Figure 1. Routed clock nets over the placement (run 1).
Scale: 1.5 px per um.
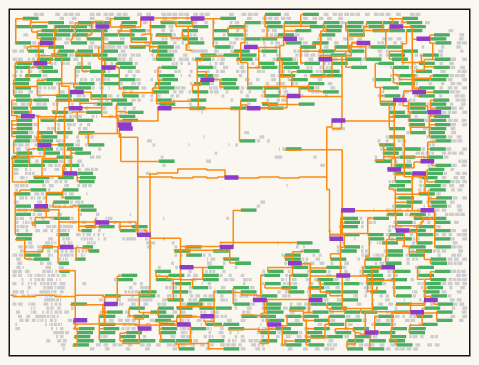
Figure 2. The clock network (run 1).
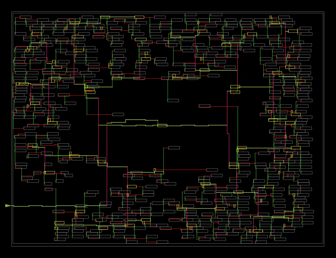
Figure 3. I/O nets highlighted (run 1).
Scale: 1 px per um.
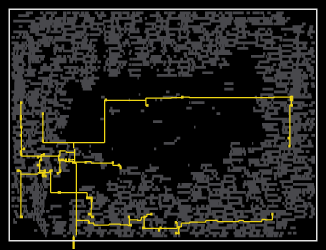
Figure 4. Signal wires on met2 (run 1).
Scale: 1.5 px per um. Cells faint in the background.
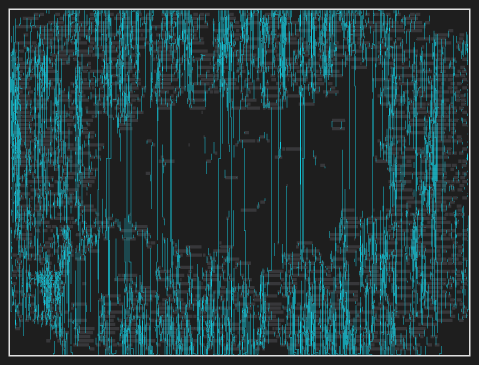
**config.mk**
```make
export PLATFORM = sky130hd
export DESIGN_NAME = bus_register_bank
export DESIGN_NICKNAME = d
export VERILOG_FILES = /design/src/rtl/bus_register_bank.sv
export SDC_FILE = /design/constraint.sdc
export NUM_CORES = 1
export LEC_CHECK = 0
export CAP_MARGIN = 25
export CORE_ASPECT_RATIO = 0.75
export CORE_UTILIZATION = 30
export DETAILED_ROUTE_END_ITERATION = 8
export GPL_TIMING_DRIVEN = 0
export HOLD_SLACK_MARGIN = 0.03
export PLACE_DENSITY_LB_ADDON = 0.25
export SLEW_MARGIN = 20
export SYNTH_ARGS = -nofsm -noshare
export SYNTH_HDL_FRONTEND = slang
export SYNTH_SLANG_ARGS = --single-unit
```
**constraint.sdc**
```tcl
create_clock -name clock -period 4.2 [get_ports clock]
set_clock_uncertainty 0.05 [all_clocks]
set_input_delay 1.26 -clock clock [delete_from_list [all_inputs] [get_ports clock]]
set_output_delay 1.26 -clock clock [all_outputs]
set_load 0.005 [all_outputs]
```
**src/rtl/bus_register_bank.sv**
```systemverilog
// General-purpose register bank on the driver side of the datapath bus.
// Captures BusMuxOut on one-hot Rin strobes, encodes Rout into the mux select and tracks multi-driver requests.
module bus_register_bank #(
    parameter int DATA_W   = 32,
    parameter int NUM_REGS = 16,
    parameter int NUM_SRC  = 24,
    parameter int CNT_W    = 8
) (
    input  logic                         clock,
    input  logic                         clear,
    input  logic [DATA_W-1:0]            BusMuxOut,
    input  logic [NUM_REGS-1:0]          Rin,
    input  logic [NUM_SRC-1:0]           Rout,
    input  logic                         BAout,
    output logic [4:0]                   select_signal,
    output logic [NUM_REGS*DATA_W-1:0]   reg_out,
    output logic                         bus_idle,
    output logic                         conflict,
    output logic [CNT_W-1:0]             conflict_count
);

    logic [DATA_W-1:0] regFile [NUM_REGS];
    logic              multiDrive;
    logic              countFull;

    // Broadcast loads are legal: every strobed register takes the same bus value.
    always_ff @(posedge clock) begin
        if (clear) begin
            for (int i = 0; i < NUM_REGS; i++) begin
                regFile[i] <= '0;
            end
        end else begin
            for (int i = 0; i < NUM_REGS; i++) begin
                if (Rin[i]) begin
                    regFile[i] <= BusMuxOut;
                end
            end
        end
    end

    // Fixed priority: scanning downwards leaves the lowest set index as the winner.
    always_comb begin
        select_signal = 5'd31;
        for (int k = NUM_SRC - 1; k >= 0; k--) begin
            if (Rout[k]) begin
                select_signal = 5'(k);
            end
        end
    end

    assign bus_idle   = (Rout == '0);
    // Clearing the lowest set bit leaves something behind only when two or more bits are set.
    assign multiDrive = |(Rout & (Rout - NUM_SRC'(1)));
    assign countFull  = &conflict_count;

    always_ff @(posedge clock) begin
        if (clear) begin
            conflict       <= 1'b0;
            conflict_count <= '0;
        end else if (multiDrive) begin
            conflict <= 1'b1;
            if (!countFull) begin
                conflict_count <= conflict_count + CNT_W'(1);
            end
        end
    end

    // R0 doubles as a base-address register and reads as zero under BAout; storage is untouched.
    always_comb begin
        reg_out = '0;
        for (int i = 0; i < NUM_REGS; i++) begin
            reg_out[i*DATA_W +: DATA_W] = regFile[i];
        end
        if (BAout) begin
            reg_out[0 +: DATA_W] = '0;
        end
    end

endmodule

```
==> reports/qor.json, run 1 <==
{
  "status": "completed",
  "antenna_found_initial": 6,
  "period_needed_ps": 4120,
  "pwr_density_cell_mw_per_mm2": 428,
  "endpoint_kind": "output port",
  "worstReg2RegEnd": "conflict_count[7]",
  "utilization_pct": 43.6,
  "tightest_slew_ps": 1070,
  "setup_viol": 0,
  "max_area_cell_share_pct": 73.9,
  "fp.dieH_um": 230,
  "synth.largest_area_cell": "edfxtp_1",
  "rsz_0062_raised_after_global_routing": "no",
  "final_cells": 2954,
  "slew_violations": 0,
  "area_growth_pct": 43.7,
  "ys_async_rst_share_pct": 0,
  "critPathRequiredTime_ps": 2890,
  "wl_per_cell_um": 22.7,
  "critical_path_depth": 9,
  "synthTopLogicFamily": "simple AND/OR/NAND/NOR gates",
  "edf_count": 512,
  "dp_cells": 2836,
  "placement.cell_area_sq_mm": 0.0280,
  "placeableCoreArea_sq_mm": 0.0685,
  "grt-ovfl-total": 0,
  "r2r_slack_ps": 2350,
  "critPathArrivalTime_ps": 2810,
  "initial_core_util_pct": 30.3,
  "ys_seq_elements": 521,
  "remaining_drc_errors": 0,
  "timing.fmax_ghz": 0.242,
  "nNetsFinal": 2092,
  "holdCritPathClass": "reg -> reg",
  "insertedDiodeCount": 2,
  "area_share_of_fa_ha_maj_cells_after_synthesis_pct": 0.0602,
  "final_design_area_no_fill_sq_mm": 0.0299,
  "critical-path-top-delay-family": "AND-OR/OR-AND gates",
  "detailedRoute.firstIterationViolations": 739,
  "cts.root.buffer_cell": "clkbuf_16",
  "non_clock_inverter_count": 11,
  "cp-endpoint": "select_signal[1]",
  "startpoint_type_of_the_worst_setup_path": "primary input",
  "buffers_excl_clock": 917,
  "flop_area_sq_mm": 0.0156,
  "hpwlAfterDp_um": 46000,
  "route.vias.total": 12600
}
-- Figure 1 (at the start) --
legend:
  orange:
    item: clock wires
    length: 6,920 um
  green:
    item: flip-flops
    count: 521
  purple:
    item: clock drivers
    count: 55
flops lie: widely spread
routed clock nets: 56
power of the clock network: 4690 uW
clock share of power: 36.7%

-- Figure 2 (at the start) --
number of buffers created by CTS: 55
latest clock arrival within the worst-skew pair: 580 ps
number of clock buffer instances in the layout: 71
FFs & Latches: 521

-- Figure 3 (at the start) --
legend:
  yellow:
    port: `clear`
    direction: input
    edge: bottom
    end_cells: 61
    buffers: 7
    wire: 1,200 um

-- Figure 4 (at the start) --
share of all routed wire: 48%
longest straight run: 133 um
final wirelength: 67,000 um
global-route met2 utilization: 30.7%

run 1: layer usage:
metal	up-vias	wire length, um	track usage (%)
met5	-	23	0
met4	4	1500	5.29
met3	89	5500	6.04
met2	479	32100	30.7
met1	6250	27900	23.3
li1	5795	-	-
run 1: power breakdown:
part	internal, uW	switching, uW
sequential	6190	121
clock	2620	2070
combinational	1050	739
run 1: timing repair:
action                                  in CTS  in global routing
buffers inserted                             9                  1
endpoints found under the setup margin      36                 12
endpoints found under the hold margin        0                  0
gates resized                               33                 16
pin swaps                                    8                  5
hold buffers                                 0                  0
run 1: sequential cells by signal, indices dropped and copies added (netlist names):
| register | count |
|---|---|
| regFile | 512 |
| conflict | 1 |
| conflict_count | 8 |
Figure 5. Cells colored by class (run 1).
Scale: 1 px per um. Fill, decap, tap and diode cells in gray.
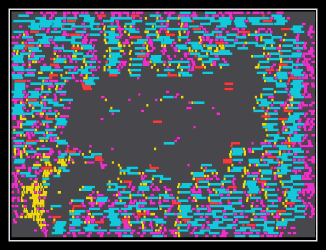

==> run 2: changes to the inputs <==
CORE_ASPECT_RATIO = 0.6   (was 0.75)
clock period = 3.95 ns   (was 4.2 ns; I/O delays follow)
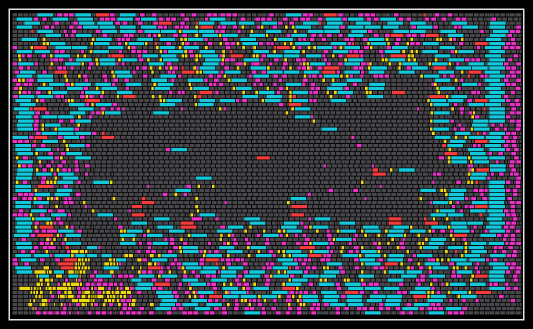
Figure 6: run 2, cells colored by class.
Scale: 1.5 px per um. Fill, decap, tap and diode cells in gray.
legend:
  cyan:
    class: flops
    cells: 521
    share_of_their_area: 54%
  red:
    class: clock drivers and dummy loads
    cells: 97
    share_of_their_area: 6.3%
  magenta:
    class: other buffers and delay cells
    cells: 923
    share_of_their_area: 28%
  yellow:
    class: combinational and other logic
    cells: 521
    share_of_their_area: 12%

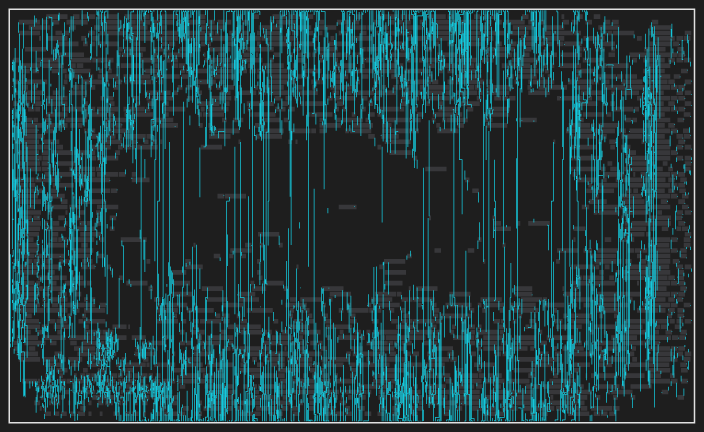
Figure 7: run 2, signal wires on met2.
Scale: 2 px per um. Cells faint in the background.
share of all routed wire: 47%
wire length on this layer: 31.9 mm
nets with wire on the layer: 1,787
longest straight run: 147 um

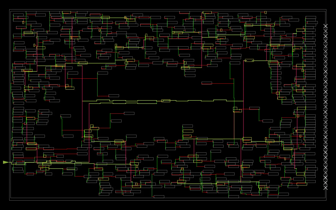
Figure 8: run 2, the clock network.
Num Clock Sinks: 521
power of the clock network: 5360 uW
number of clock buffer instances in the layout: 58
number of buffers created by CTS: 52

==> run 2 against run 1 <==
  * The flow now finishes with violations (DRC)
  * Register-to-register slack worse by 300 ps
  * Combinational power grew 6%
  * Core utilization grew 0.38 points
==> reports/qor.json, run 2 <==
{
  "status": "finished, violations left",
  "failing_checks": "DRC",
  "sequentialPowerShare": {"value": 48.0, "unit": "%", "change": "-1.3 points"},
  "fp.dieH": {"value": 206, "unit": "um", "change": "-10%"},
  "placement.cell_area": {"value": 0.0280, "unit": "sq mm", "change": "unchanged"},
  "ys_seq_elements": {"value": 521, "change": "unchanged"},
  "remaining_drc_errors": {"value": 132, "change": "+132"},
  "tightest_slew": {"value": 1060, "unit": "ps", "change": "-13.4 ps"},
  "largest_registers_ranked_by_flip_flop_count": "regFile (512), conflict_count (8), conflict (1)",
  "cts_post_setup_buffers_inserted": {"value": 12, "change": "+3"},
  "setup_viol": {"value": 0, "change": "unchanged"},
  "design.seq.count": {"value": 521, "change": "unchanged"},
  "utilization": {"value": 44.0, "unit": "%", "change": "+0.38 points"},
  "critPathArrivalTime": {"value": 2660, "unit": "ps", "change": "-150 ps"},
  "worstReg2RegEnd": "conflict_count[7]",
  "slew_violations": {"value": 0, "change": "unchanged"},
  "route.vias.total": {"value": 12700, "change": "+0.55%"},
  "post_cts_resize_count": {"value": 55, "change": "+67%"},
  "buffers_excl_clock": {"value": 923, "change": "+0.65%"},
  "pwr_density_cell": {"value": 465, "unit": "mW/mm^2", "change": "+8.6%"},
  "totalWireLength": {"value": 67800, "unit": "um", "change": "+1.2%"},
  "area_growth_pct": 44.5,
  "insertedDiodeCount": {"value": 4, "change": "+2"}
}
==> run 2: cell counts after synthesis <==
No cell type changed its count.
==> run 2: worst max-delay path by stage <==
| stage | startpoint | end | slack (ps) | depth (start not counted) |
|---|---|---|---|---|
| floorplan | Rout[18] | select_signal[1] | 520 | 7 |
| global placement | Rout[18] | select_signal[1] | -780 | 9 |
| detailed placement | Rout[18] | select_signal[1] | -810 | 9 |
| CTS | Rout[8] | select_signal[4] | 30 | 5 |
| global route | Rout[20] | select_signal[1] | 1 | 8 |
| finish | Rout[20] | select_signal[3] | 60 | 5 |
==> run 2: per-layer routing <==
metal / up-vias / GRT usage, % / wire [um]
met5: - / 0 / 13
met4: 2 / 3.83 / 978
met3: 71 / 6.25 / 6310
met2: 466 / 30.3 / 31900
met1: 6332 / 24.5 / 28600
li1: 5815 / - / -
No activity file was given, so power comes from the tool's default toggle rates.
